==> images/layer_met1.png <==
Scale bar: 20 um. Cells faint in the background.
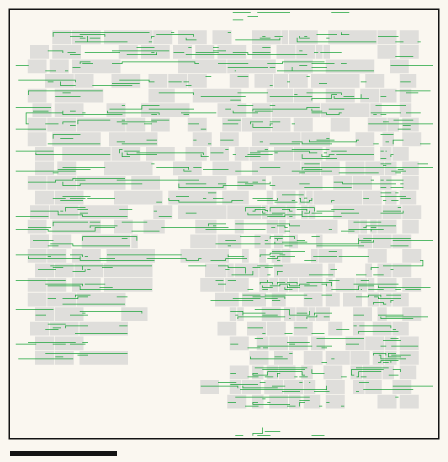
==> images/layer_met2.png <==
Scale bar: 20 um. Cells faint in the background.
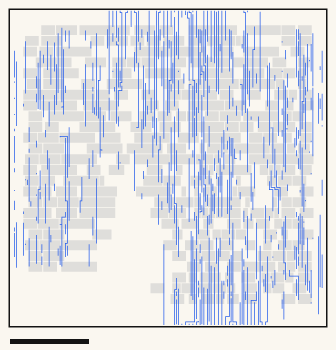
==> images/layer_met3.png <==
Scale bar: 20 um. Cells faint in the background.
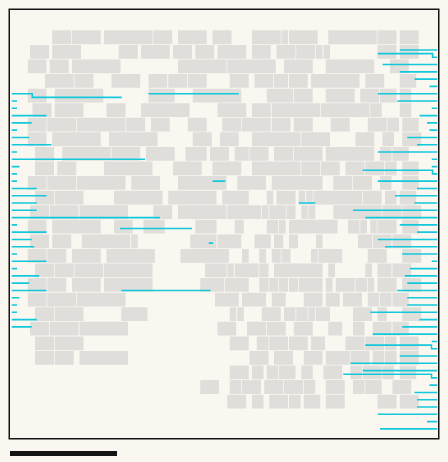
==> images/congestion.png <==
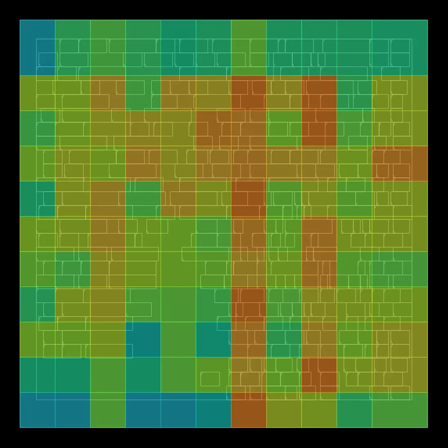
==> images/io_placement.png <==
Scale bar: 20 um. Pins as bars across the die edge, other pins in grey.
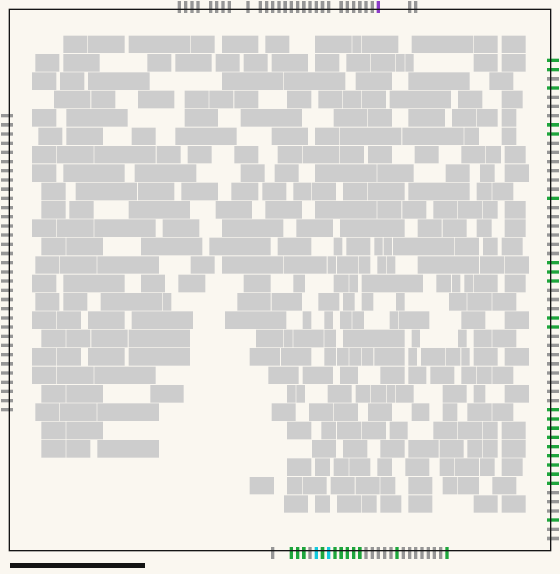
### src/rtl/aes_state_io.sv
// aes_state_io: block I/O controller for the AES state matrix.
//
// Accepts a 128-bit block as four 32-bit column words (word k -> column k)
// and writes each word into the state matrix through its column-write port.
// On request, or automatically when AUTO_UNLOAD=1, it reads the four columns
// back and streams them out. Round logic owns the matrix while this block
// is in FULL.
//
// Ports:
//   clk, rst                     clock, async active-high reset
//   in_data/in_valid/in_ready    column-word input stream
//   load_done                    1-cycle pulse after the fourth word is written
//   unload_start                 unload request, sampled only in FULL
//   out_data/out_valid/out_ready column-word output stream
//   unload_done                  1-cycle pulse after the fourth word is handed off
//   busy                         low only when idle in LOAD with no partial block
//   mat_*                        state matrix column access port (mat_out is
//                                combinational read data for mat_idx)
module aes_state_io #(
    parameter bit AUTO_UNLOAD = 1'b0
) (
    input  logic        clk,
    input  logic        rst,
    input  logic [31:0] in_data,
    input  logic        in_valid,
    output logic        in_ready,
    output logic        load_done,
    input  logic        unload_start,
    output logic [31:0] out_data,
    output logic        out_valid,
    input  logic        out_ready,
    output logic        unload_done,
    output logic        busy,
    output logic [31:0] mat_col_in,
    output logic [1:0]  mat_idx,
    output logic        mat_row_col,
    output logic        mat_read_write,
    output logic        mat_write_enable,
    input  logic [31:0] mat_out
);

    typedef enum logic [1:0] {
        LOAD   = 2'd0,
        FULL   = 2'd1,
        UNLOAD = 2'd2
    } state_t;

    state_t      state_q, state_d;
    logic [1:0]  cnt_q, cnt_d;
    logic [31:0] out_data_d;
    logic        out_valid_d;
    logic        load_done_d;
    logic        unload_done_d;

    always_ff @(posedge clk or posedge rst) begin
        if (rst) begin
            state_q     <= LOAD;
            cnt_q       <= 2'd0;
            out_data    <= 32'd0;
            out_valid   <= 1'b0;
            load_done   <= 1'b0;
            unload_done <= 1'b0;
        end else begin
            state_q     <= state_d;
            cnt_q       <= cnt_d;
            out_data    <= out_data_d;
            out_valid   <= out_valid_d;
            load_done   <= load_done_d;
            unload_done <= unload_done_d;
        end
    end

    always_comb begin
        state_d          = state_q;
        cnt_d            = cnt_q;
        out_data_d       = out_data;
        out_valid_d      = out_valid;
        load_done_d      = 1'b0;
        unload_done_d    = 1'b0;
        in_ready         = 1'b0;
        mat_row_col      = 1'b1;
        mat_read_write   = 1'b0;
        mat_write_enable = 1'b0;
        mat_col_in       = 32'd0;
        mat_idx          = cnt_q;

        case (state_q)
            LOAD: begin
                in_ready = 1'b1;
                if (in_valid) begin
                    // column cnt is written in the accept cycle itself
                    mat_write_enable = 1'b1;
                    mat_read_write   = 1'b1;
                    mat_col_in       = in_data;
                    cnt_d            = cnt_q + 2'd1;
                    if (cnt_q == 2'd3) begin
                        state_d     = FULL;
                        load_done_d = 1'b1;
                    end
                end
            end

            FULL: begin
                mat_idx = 2'd0;
                if (unload_start || AUTO_UNLOAD) begin
                    out_data_d  = mat_out;
                    out_valid_d = 1'b1;
                    cnt_d       = 2'd0;
                    state_d     = UNLOAD;
                end
            end

            UNLOAD: begin
                // Pre-address the next column so it is ready to capture on
                // the handshake; wraps to 0 on the last word (unused there).
                mat_idx = cnt_q + 2'd1;
                if (out_valid && out_ready) begin
                    if (cnt_q != 2'd3) begin
                        out_data_d = mat_out;
                        cnt_d      = cnt_q + 2'd1;
                    end else begin
                        out_valid_d   = 1'b0;
                        cnt_d         = 2'd0;
                        state_d       = LOAD;
                        unload_done_d = 1'b1;
                    end
                end
            end

            default: begin
                state_d = LOAD;
                cnt_d   = 2'd0;
            end
        endcase
    end

    assign busy = !((state_q == LOAD) && (cnt_q == 2'd0));

endmodule
### config.mk
export PLATFORM = sky130hd
export DESIGN_NAME = aes_state_io
export DESIGN_NICKNAME = d
export VERILOG_FILES = /design/src/rtl/aes_state_io.sv
export SDC_FILE = /design/constraint.sdc
export NUM_CORES = 1
export LEC_CHECK = 0
export ABC_CLOCK_PERIOD_IN_PS = 4100
export CORE_MARGIN = 3
export CORE_UTILIZATION = 38
export DETAILED_ROUTE_END_ITERATION = 10
export GPL_TIMING_DRIVEN = 0
export MAX_ROUTING_LAYER = met4
export PLACE_DENSITY = 0.91
export RECOVER_POWER = 25
export SLEW_MARGIN = 30
export SYNTH_ARGS = -nofsm -noshare
export SYNTH_HDL_FRONTEND = slang
export SYNTH_SLANG_ARGS = --single-unit
### constraint.sdc
create_clock -name clk -period 4.1 [get_ports clk]
set_input_delay 1.025 -clock clk [delete_from_list [all_inputs] [get_ports clk]]
set_output_delay 1.025 -clock clk [all_outputs]
set_load 0.1 [all_outputs]
==> results_dict.tcl <==
# metrics dict for downstream scripts
set metrics [dict create \
    drv_cap 0 \
    cts.path.max_buffers 2 \
    met1_length_um 2197 \
    worst_pin_slew_ns 1.401 \
    max_freq_ghz 0.2481 \
    crit_path_start "in_valid" \
    hold_depth 1 \
    status "completed" \
    ys_area_um2 2074 \
    viasPerCell 4.637 \
    die_w_um 79.89 \
    yosys.area.top_type "dfrtp_1" \
    cts_setup_buffers 0 \
    clk_latency_ns 0.28 \
    cp_max_fo 8 \
    largest_reg_flops 32 \
    nonClkBufAreaFrac 0.4067 \
    flop_cell "dfrtp_1" \
    simple_gate_area_frac 0.1363 \
    postRouteAntennaNets 0 \
    finalCritPeriodShare 0.9832 \
    cts_buffers 5 \
    min_period_ns 4.031 \
    n_all_buffers 154 \
    cpMaxStageDelayCell "clkdlybuf4s50_1" \
]
Back to the opening pictures, layer_met1.png:
- wire length on this layer: 2200 um
- nets with wire on the layer: 312

Back to the opening pictures, layer_met2.png:
- wire length on this layer: 2950 um
- longest straight run: 27.2 um
- nets with wire on the layer: 330

Back to the opening pictures, layer_met3.png:
- wire length on this layer: 575 um
- main direction: horizontal
- longest straight run: 27.4 um

Back to the opening pictures, congestion.png:
Finished Core Util: 0.6986
met2 Use GR: 0.3245

Back to the opening pictures, io_placement.png:
- cyan: `mat_idx` (pins 2; direction output; edge bottom)
- green: `in_data` (pins 32; direction input; edge 21 right, 11 bottom)
- purple: `rst` (pins 1; direction input; edge top)
- all pins by edge: 53 right, 33 left, 30 top, 27 bottom

